===== config.mk =====
export PLATFORM = sky130hd
export DESIGN_NAME = pc_unit
export DESIGN_NICKNAME = d
export VERILOG_FILES = /design/src/rtl/pc_unit.sv
export SDC_FILE = /design/constraint.sdc
export NUM_CORES = 1
export LEC_CHECK = 0
export ABC_AREA = 1
export CORE_MARGIN = 10
export CORE_UTILIZATION = 40
export CTS_BUF_LIST = sky130_fd_sc_hd__clkbuf_16
export DETAILED_ROUTE_END_ITERATION = 16
export MAX_ROUTING_LAYER = met4
export PLACE_DENSITY = 0.66
export SYNTH_ARGS = -nofsm -noshare
export SYNTH_HDL_FRONTEND = slang
export SYNTH_SLANG_ARGS = --single-unit
export TNS_END_PERCENT = 30

===== constraint.sdc =====
create_clock -name CLK -period 2.8 [get_ports CLK]
set_input_delay 0.56 -clock CLK [delete_from_list [all_inputs] [get_ports CLK]]
set_output_delay 0.56 -clock CLK [all_outputs]
set_load 0.005 [all_outputs]

===== src/rtl/pc_unit.sv =====
// Program-counter unit: fetch address register with fixed-priority redirects
// (stall > ret > jmp > branch > sequential) and a circular return-address stack.
module pc_unit #(
    parameter int unsigned      WIDTH     = 32,
    parameter logic [WIDTH-1:0] RESET_VEC = '0,
    parameter int unsigned      INC       = 4,
    parameter int unsigned      RAS_DEPTH = 4
) (
    input  logic             CLK,
    input  logic             rst,
    input  logic             stall,
    input  logic             br_take,
    input  logic [WIDTH-1:0] br_target,
    input  logic             jmp,
    input  logic [WIDTH-1:0] jmp_target,
    input  logic             call,
    input  logic             ret,
    output logic [WIDTH-1:0] pc_out,
    output logic [WIDTH-1:0] pc_plus,
    output logic             ras_empty,
    output logic             ras_full,
    output logic             ras_ovf,
    output logic             ras_err
);
    localparam int unsigned      PW      = $clog2(RAS_DEPTH);
    localparam int unsigned      CW      = $clog2(RAS_DEPTH + 1);
    localparam logic [WIDTH-1:0] INC_W   = WIDTH'(INC);
    localparam logic [CW-1:0]    DEPTH_C = CW'(RAS_DEPTH);

    // Power-up value so simulation starts at the reset vector before any rst edge.
    logic [WIDTH-1:0] r_pc = RESET_VEC;
    logic [WIDTH-1:0] r_ras [RAS_DEPTH];
    logic [PW-1:0]    r_top;
    logic [CW-1:0]    r_count;
    logic             r_ovf;
    logic             r_err;

    logic [WIDTH-1:0] w_pc_plus;
    logic [WIDTH-1:0] w_ras_top;
    logic [PW-1:0]    w_top_inc;
    logic             w_empty;
    logic             w_full;
    logic             w_push;

    assign w_pc_plus = r_pc + INC_W;
    assign w_ras_top = r_ras[r_top];
    assign w_top_inc = r_top + PW'(1);
    assign w_empty   = (r_count == '0);
    assign w_full    = (r_count == DEPTH_C);
    // A ret in the same cycle suppresses the push, so push and pop never coincide.
    assign w_push    = !rst && !stall && !ret && jmp && call;

    always_ff @(posedge CLK) begin
        if (w_push) begin
            r_ras[w_top_inc] <= w_pc_plus;
        end
    end

    always_ff @(posedge CLK) begin
        if (rst) begin
            r_pc    <= RESET_VEC;
            r_top   <= '0;
            r_count <= '0;
            r_ovf   <= 1'b0;
            r_err   <= 1'b0;
        end else begin
            r_err <= 1'b0;
            if (!stall) begin
                if (ret) begin
                    if (!w_empty) begin
                        r_pc    <= w_ras_top;
                        r_top   <= r_top - PW'(1);
                        r_count <= r_count - CW'(1);
                    end else begin
                        r_pc  <= w_pc_plus;
                        r_err <= 1'b1;
                    end
                end else if (jmp) begin
                    r_pc <= jmp_target;
                    if (call) begin
                        r_top <= w_top_inc;
                        // When full, the write above lands on the oldest entry.
                        if (w_full) begin
                            r_ovf <= 1'b1;
                        end else begin
                            r_count <= r_count + CW'(1);
                        end
                    end
                end else if (br_take) begin
                    r_pc <= br_target;
                end else begin
                    r_pc <= w_pc_plus;
                end
            end
        end
    end

    assign pc_out    = r_pc;
    assign pc_plus   = w_pc_plus;
    assign ras_empty = w_empty;
    assign ras_full  = w_full;
    assign ras_ovf   = r_ovf;
    assign ras_err   = r_err;
endmodule


**Sequential cells colored by netlist name**

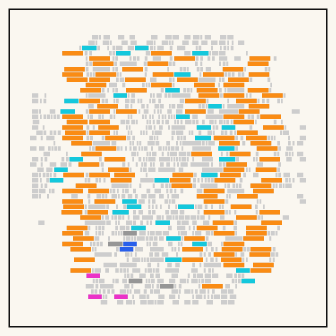
`pc_out`: marked cyan, flops 32. `r_count`: marked magenta, flops 3. `r_top`: marked blue, flops 2. `r_ras`: marked orange, flops 128.
Another 4 sequential cells are not colored.

**Signal wires on met3**

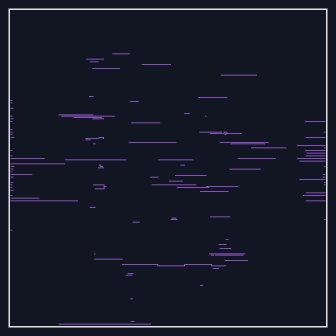
The layer holds 4.1% of the routed length. The layer carries 974 um of wire. The longest straight run is 47.2 um. The wires run mostly horizontal. 86 nets have wire on it.
via count: 6661
routing usage on met3: 0.02882

**Signal metal coverage by tile**

The die is cut into 32 by 32 equal tiles; black is low, pale yellow is high, scaled to the fullest tile. Values are wire area over tile area, all layers added.
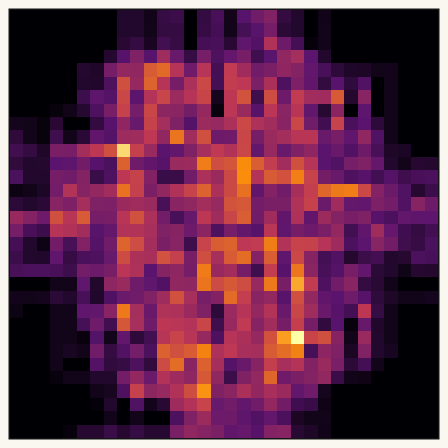
The densest ninth of the die: center. The mean over all tiles is 0.14. 22% of the tiles are nearly empty. The fullest tile reaches 0.57. 12% of the tiles are over half the peak.

**Cell outlines without signal wires**

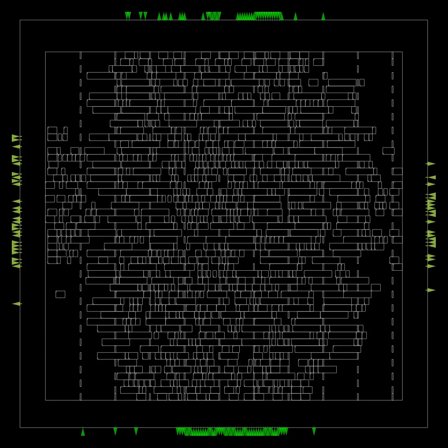
fraction of standard cell area that is sequential: 0.4400
Row Count: 51

**Nets reached from selected ports**

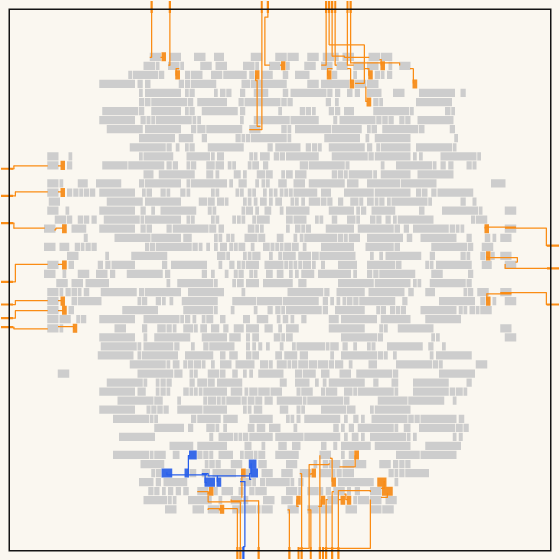
`jmp_target`: marked orange, direction input, edge 12 south, 10 north, 7 west, 3 east, end cells 32, wire 776 um. `ret`: marked blue, direction input, edge south, end cells 7, wire 66.3 um.

==> reports/notes.md <==
The flow inserted 265 tap cells. The tool flagged a number of max-cap violations equal to 0. The power report lists cell-internal power as 4.500 mW. TritonCTS built the clock tree.

The detailed router used layers up to and including met4. The run gives 138 for the number of buffers added on ports. Once the clock tree was built, the setup fixing pass inserted 2 buffers.

More flip-flops sit in one register than any other, and that register is r_ras. The number of buffer and inverter instances along the worst setup path is 2. Most common cell after layout, fill and taps aside: sky130_fd_sc_hd__nand2_1.

The timing report gives the worst reg2reg path a setup slack of 0.93 ns. The signal arrival time at the worst endpoint was 2.21 ns. CTS saw 169 sinks. The worst slew margin relative to its limit came out at 0.5108. For the sequential group, total power comes out at 2.86 mW.

The synthesis run shows the most used standard cells to be 199 x sky130_fd_sc_hd__nand2_1, 135 x sky130_fd_sc_hd__nor2_1, 128 x sky130_fd_sc_hd__edfxtp_1, 105 x sky130_fd_sc_hd__o21ai_0, 61 x sky130_fd_sc_hd__a21oi_1. Between clock sinks in the finished design, the worst skew comes to 0.009369 ns. For the final routed database, the setup TNS stands at 0 ns. The standard cell with the maximum stage delay on the critical path was sky130_fd_sc_hd__clkdlybuf4s50_1. The async set-or-reset flop fraction in the synthesized netlist is 0, and the area after detailed placement is 9915 sq um. Top contributor to total power: registers.

The run finished with clean final reports. Per the cell usage report, the commonest logic cells after layout are 185 x sky130_fd_sc_hd__nand2_1, 128 x sky130_fd_sc_hd__edfxtp_1, 124 x sky130_fd_sc_hd__clkdlybuf4s50_1. The script extracted a net switching power of 1.538 mW. The run gives 0 for the number of antenna violations at the first check in global routing. The flow reports power dissipated in the clock network as 2.23 mW. For the worst setup path, the data required time is 2.24 ns. The tools report the worst hold slack across all endpoints as 0.4692 ns. The run gives 0 for the final number of hold-violating endpoints. Traced cell by cell, the critical path runs through nand2_1 -> nor2_1 -> inv_1 -> nor2_4 -> xor2_2 -> clkdlybuf4s50_1. The area overhead of the layout relative to synthesis is 32.33%. The number of flip-flops under the largest register name came out at 128.

After the first detailed-routing iteration, the DRC count stood at 463.
Power is estimated from default activity; no workload was simulated.
